===== src/rtl/bnn_pkg.sv =====
// Shared definitions for the binary MNIST classifier.
//   bnn_state_t : 3-bit state code broadcast by the sequencer and decoded by
//                 every layer engine.
//   IMG_DIM     : image side length in pixels.
//   IMG_PIXELS  : pixels per image.
//   PIX_BEATS   : 8-pixel input beats per image.
package bnn_pkg;

    typedef enum logic [2:0] {
        ST_IDLE    = 3'b000,
        ST_LOAD    = 3'b001,
        ST_LAYER_1 = 3'b010,
        ST_LAYER_2 = 3'b011,
        ST_LAYER_3 = 3'b100,
        ST_DONE    = 3'b101
    } bnn_state_t;

    localparam int unsigned IMG_DIM    = 28;
    localparam int unsigned IMG_PIXELS = IMG_DIM * IMG_DIM;
    localparam int unsigned PIX_BEATS  = IMG_PIXELS / 8;

    // True for the three states in which a layer engine is running.
    function automatic logic is_layer(input logic [2:0] s);
        return (s == ST_LAYER_1) || (s == ST_LAYER_2) || (s == ST_LAYER_3);
    endfunction

endpackage


===== src/rtl/bnn_pixel_loader.sv =====
// Image capture for the sequencer: counts accepted 8-pixel beats and writes
// each beat into the flat image register, pixel bit 8*k+i <= pix_data[i].
//   clk, rst_n : clock, synchronous active-low reset
//   clear      : zero the beat counter (accepted start); image is kept
//   beat_en    : one beat accepted this cycle
//   pix_data   : 8 binary pixels of the current beat
//   pixels     : flat image, bit 28*r+c is row r, column c
//   last_beat  : the counter points at the final beat of the image
module bnn_pixel_loader
    import bnn_pkg::*;
#(
    parameter int unsigned PIX_BEATS = bnn_pkg::PIX_BEATS
) (
    input  logic                  clk,
    input  logic                  rst_n,
    input  logic                  clear,
    input  logic                  beat_en,
    input  logic [7:0]            pix_data,
    output logic [IMG_PIXELS-1:0] pixels,
    output logic                  last_beat
);

    localparam int unsigned BEAT_W = $clog2(PIX_BEATS + 1);

    logic [BEAT_W-1:0] beat_cnt;

    always_ff @(posedge clk) begin
        if (!rst_n) begin
            beat_cnt <= '0;
            pixels   <= '0;
        end else if (clear) begin
            beat_cnt <= '0;
        end else if (beat_en) begin
            // Decoded write keeps each byte lane a plain enable instead of a
            // wide variable shifter.
            for (int unsigned k = 0; k < PIX_BEATS; k++) begin
                if (beat_cnt == BEAT_W'(k)) begin
                    pixels[8*k +: 8] <= pix_data;
                end
            end
            beat_cnt <= beat_cnt + 1'b1;
        end
    end

    assign last_beat = (beat_cnt == BEAT_W'(PIX_BEATS - 1));

endmodule


===== src/rtl/bnn_sequencer.sv =====
// Top-level control FSM for the binary MNIST classifier. Loads one image over
// a valid/ready byte stream, then steps the three layer engines in turn on
// their done flags and latches the final class. A per-layer watchdog aborts
// back to IDLE with error set if an engine never finishes.
//   clk, rst_n          : clock, synchronous active-low reset
//   start               : begin inference (honoured in IDLE/DONE only)
//   pix_valid/pix_data  : input beat stream, pix_ready is the accept
//   pixels              : captured image
//   state               : broadcast state code for the layer engines
//   layer_rst_n         : one-cycle engine clear at LOAD entry
//   l1/l2/l3_done       : sticky engine completion flags
//   l3_class            : classifier output, valid with l3_done
//   busy                : LOAD or any LAYER state
//   result_valid/result : latched class
//   error               : watchdog abort occurred
module bnn_sequencer
    import bnn_pkg::*;
#(
    parameter int unsigned TIMEOUT_CYCLES = 4096,
    parameter int unsigned PIX_BEATS      = bnn_pkg::PIX_BEATS
) (
    input  logic                  clk,
    input  logic                  rst_n,
    input  logic                  start,
    input  logic                  pix_valid,
    input  logic [7:0]            pix_data,
    output logic                  pix_ready,
    output logic [IMG_PIXELS-1:0] pixels,
    output logic [2:0]            state,
    output logic                  layer_rst_n,
    input  logic                  l1_done,
    input  logic                  l2_done,
    input  logic                  l3_done,
    input  logic [3:0]            l3_class,
    output logic                  busy,
    output logic                  result_valid,
    output logic [3:0]            result,
    output logic                  error
);

    localparam logic [15:0] WD_LAST = 16'(TIMEOUT_CYCLES - 1);

    // Held as a plain vector so the unused codes 110/111 stay representable
    // and can be recovered from.
    logic [2:0]  state_q;
    logic [2:0]  state_d;
    logic [15:0] wd_cnt;
    logic        start_acc;
    logic        beat_acc;
    logic        last_beat;
    logic        wd_expire;
    logic        timeout;

    assign beat_acc  = pix_valid & pix_ready;
    assign wd_expire = is_layer(state_q) && (wd_cnt == WD_LAST);

    bnn_pixel_loader #(
        .PIX_BEATS (PIX_BEATS)
    ) u_loader (
        .clk       (clk),
        .rst_n     (rst_n),
        .clear     (start_acc),
        .beat_en   (beat_acc),
        .pix_data  (pix_data),
        .pixels    (pixels),
        .last_beat (last_beat)
    );

    // Only the current layer's done flag is looked at; done takes priority
    // over a watchdog expiry in the same cycle.
    always_comb begin
        state_d   = state_q;
        start_acc = 1'b0;
        timeout   = 1'b0;
        case (state_q)
            ST_IDLE, ST_DONE: begin
                if (start) begin
                    state_d   = ST_LOAD;
                    start_acc = 1'b1;
                end
            end
            ST_LOAD: begin
                if (beat_acc && last_beat) begin
                    state_d = ST_LAYER_1;
                end
            end
            ST_LAYER_1: begin
                if (l1_done) begin
                    state_d = ST_LAYER_2;
                end else if (wd_expire) begin
                    state_d = ST_IDLE;
                    timeout = 1'b1;
                end
            end
            ST_LAYER_2: begin
                if (l2_done) begin
                    state_d = ST_LAYER_3;
                end else if (wd_expire) begin
                    state_d = ST_IDLE;
                    timeout = 1'b1;
                end
            end
            ST_LAYER_3: begin
                if (l3_done) begin
                    state_d = ST_DONE;
                end else if (wd_expire) begin
                    state_d = ST_IDLE;
                    timeout = 1'b1;
                end
            end
            default: state_d = ST_IDLE;
        endcase
    end

    always_ff @(posedge clk) begin
        if (!rst_n) begin
            state_q      <= ST_IDLE;
            wd_cnt       <= '0;
            pix_ready    <= 1'b0;
            busy         <= 1'b0;
            layer_rst_n  <= 1'b0;
            result_valid <= 1'b0;
            result       <= '0;
            error        <= 1'b0;
        end else begin
            state_q <= state_d;

            if (state_d != state_q) begin
                wd_cnt <= '0;
            end else if (is_layer(state_q)) begin
                wd_cnt <= wd_cnt + 16'd1;
            end

            // Registered outputs are computed from the next state so they
            // line up with the state code they describe.
            pix_ready   <= (state_d == ST_LOAD);
            busy        <= (state_d == ST_LOAD) || is_layer(state_d);
            layer_rst_n <= !start_acc;

            if (start_acc) begin
                result_valid <= 1'b0;
                error        <= 1'b0;
            end
            if ((state_q == ST_LAYER_3) && l3_done) begin
                result       <= l3_class;
                result_valid <= 1'b1;
            end
            if (timeout) begin
                error <= 1'b1;
            end
        end
    end

    assign state = state_q;

endmodule


===== config.mk =====
export PLATFORM = sky130hd
export DESIGN_NAME = bnn_sequencer
export DESIGN_NICKNAME = d
export VERILOG_FILES = /design/src/rtl/bnn_pkg.sv /design/src/rtl/bnn_pixel_loader.sv /design/src/rtl/bnn_sequencer.sv
export SDC_FILE = /design/constraint.sdc
export NUM_CORES = 2
export LEC_CHECK = 0
export CORE_AREA = 2 2 321 323
export CTS_CLUSTER_DIAMETER = 120
export CTS_CLUSTER_SIZE = 14
export DETAILED_ROUTE_END_ITERATION = 10
export DIE_AREA = 0 0 323 325
export PLACE_DENSITY_LB_ADDON = 0.08
export SETUP_SLACK_MARGIN = 0.2
export SLEW_MARGIN = 0
export SYNTH_ARGS = -nofsm -noshare
export SYNTH_HDL_FRONTEND = slang
export SYNTH_SLANG_ARGS = --single-unit

===== constraint.sdc =====
create_clock -name clk -period 2.6 [get_ports clk]
set_input_delay 0.26 -clock clk [delete_from_list [all_inputs] [get_ports clk]]
set_output_delay 0.26 -clock clk [all_outputs]
set_load 0.02 [all_outputs]

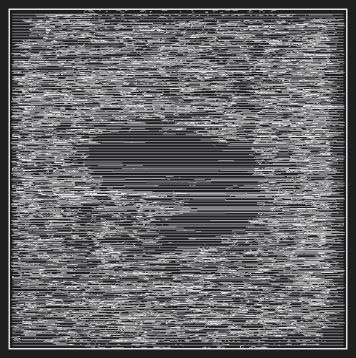
**Above:** M1 wires.
Supply wires on this layer in gray.
- share of all routed wire: 43%
- main direction: horizontal
- wire length on this layer: 61.3 mm
- longest straight run: 108 um
- nets with wire on the layer: 4249
via count: 30380
met1 Usage GRT: 0.3405

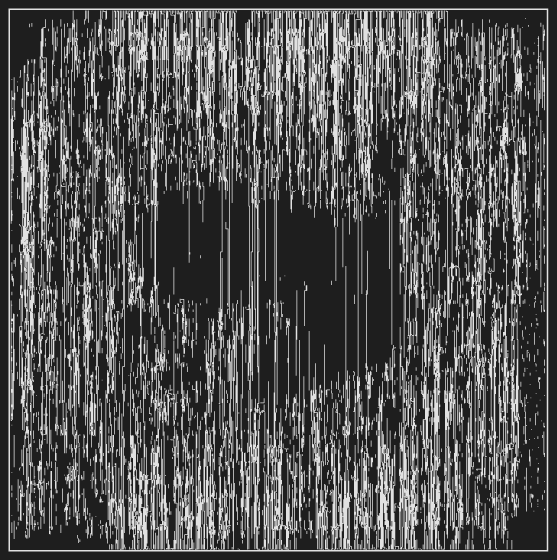
**Above:** met2 routing.
- main direction: vertical
- share of all routed wire: 45%
- longest straight run: 152 um

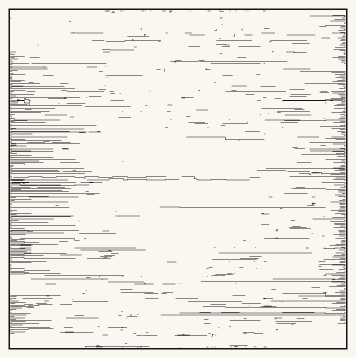
**Above:** M3 wires.
- share of all routed wire: 7.9%
- wire length on this layer: 11300 um
- longest straight run: 169 um

==> impl_metrics.csv <==
group,metric,value,unit
synthesis,most_common_cell,"dfxtp_1",
synthesis,top_cells_by_area,"dfxtp_1 (54%), a21oi_1 (13%), o21ai_0 (10%), nand2_1 (9.8%), clkbuf_1 (4.4%)",
clocking,cts_buffers,69,
clocking,root_buffer,"clkbuf_16",
final_layout,stdcell_area,43410,um2
floorplan,die_h,325,um
power,ir_drop,548.1,uV
timing,min_period_over_period,0.8726,
synthesis,synth_nets,3840,
synthesis,top_area_frac,0.5435,
power,seq_cell_power,12.6,mW
setup_path,r2r_end,"busy$_SDFF_PN0_",
setup_path,path_max_fanout,5,
synthesis,largest_area_cell,"dfxtp_1",
final_layout,area_growth,43.89,%
timing,fin_hold_ws,0.1224,ns
setup_path,reg2reg_slack,0.33,ns
synthesis,enable_flop_cells,0,
power,comb-power,0.861,mW
power,swShare,0.2380,
synthesis,synthFlopType,"dfxtp_1",
floorplan,initial_core_util,0.2978,
global_route,grt_usage,0.2594,
synthesis,yosysCellCount,3816,
global_route,grt_first_pass_wirelength,203500,um
worst_hold_path,min-delay-path-class,"in -> reg",
power,pwr.group.clock,9.76,mW
run_status,outcome,"finished, final reports clean",
run,cap_violations,0,
place,gp_congestion,0.8182,
synthesis,common_cells,"dfxtp_1 (819), nand2_1 (791), a21oi_1 (775)",
setup_path,path_delay_family,"AND-OR/OR-AND gates",
worst_hold_path,min_path_cells,3,
place,place_worst_setup_slack,0.1513,ns
timing,finalCriticalPeriod,2.269,ns
synthesis,synth_cell_type_count,49,
final_layout,nets,4621,
timing,clock.fmax,440.8,MHz
routing,drtIter0Drc,2559,
global_route,antenna_found_initial,5,
worst_hold_path,min-delay-start,"pix_data[7]",
run,tool_warnings,32,
clocking,clk_path_buf_depth,3,
routing,final_antenna_net_count,0,
setup_path,endpoint,"busy$_SDFF_PN0_",
final_layout,final_core_utilization,0.4285,
power,clkPwrFrac,0.421,
power,p_comb_frac,0.037,
clocking,clkTransAtPathRegs,0.07,ns
timing,worst_pin_slew,0.9594,ns
floorplan,die_area,105000,um2
clocking,cts-resized-gates,0,
synthesis,synthArstFlopShare,0,
final_layout,fillers,10300,
power,power,23.17,mW
final_layout,dominant_cells,"sequential cells",
place,placed_area,41510,um2
setup_path,crit_path_cell_trace,"or3b_4 -> a2111o_1 -> o311a_1 -> a31oi_1 -> nor2_1 -> mux2_2",
global_route,grt_max_degree,101,
timing,drv_slew,0,
clocking,post_cts_buffers,0,
setup_path,crit_slowest_cell,"a2111o_1",
setup_path,critPathLaunchType,"flip-flop",
floorplan,io-pin-count,815,
final_layout,clkCellAreaFrac,0.04232,
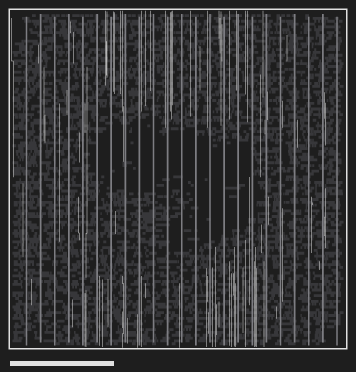
**Above:** metal 4.
Scale bar: 100 um. Supply wires on this layer in gray.
- share of all routed wire: 3.9%
- wire length on this layer: 5490 um

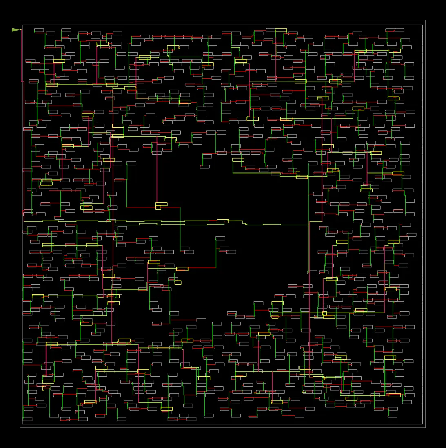
**Above:** clock wiring as the flow saved it.
CTS Sinks: 819
Setup Skew: 0.01845 ns

## metal layers
metal,global-route usage,wire (um),up-vias
met2,0.4040,63940,1057
li1,-,-,14450
met4,0.09949,5487,0
met5,0,0,-
met3,0.07035,11260,203
met1,0.3405,61330,14670
## logic make-up (layout without fill, tap and decap cells)
logic type	Yosys count	after routing	share of synthesized area
other cells	0	6	0
fa+ha+maj	5	5	0.002074
buf+inv	372	1159	0.04641
flops	819	819	0.5435
xor+xnor	21	21	0.006097
compound gates	1569	1569	0.2624
mux	23	23	0.007715
simple gates	1007	1007	0.1318
## sequential cells by signal, indices dropped and copies added (netlist names), 3 cells and up
name,flops
u_loader.pixels,784
wd_cnt,16
u_loader.beat_cnt,7
result,4
state,3
Power and IR drop assume default switching activity.
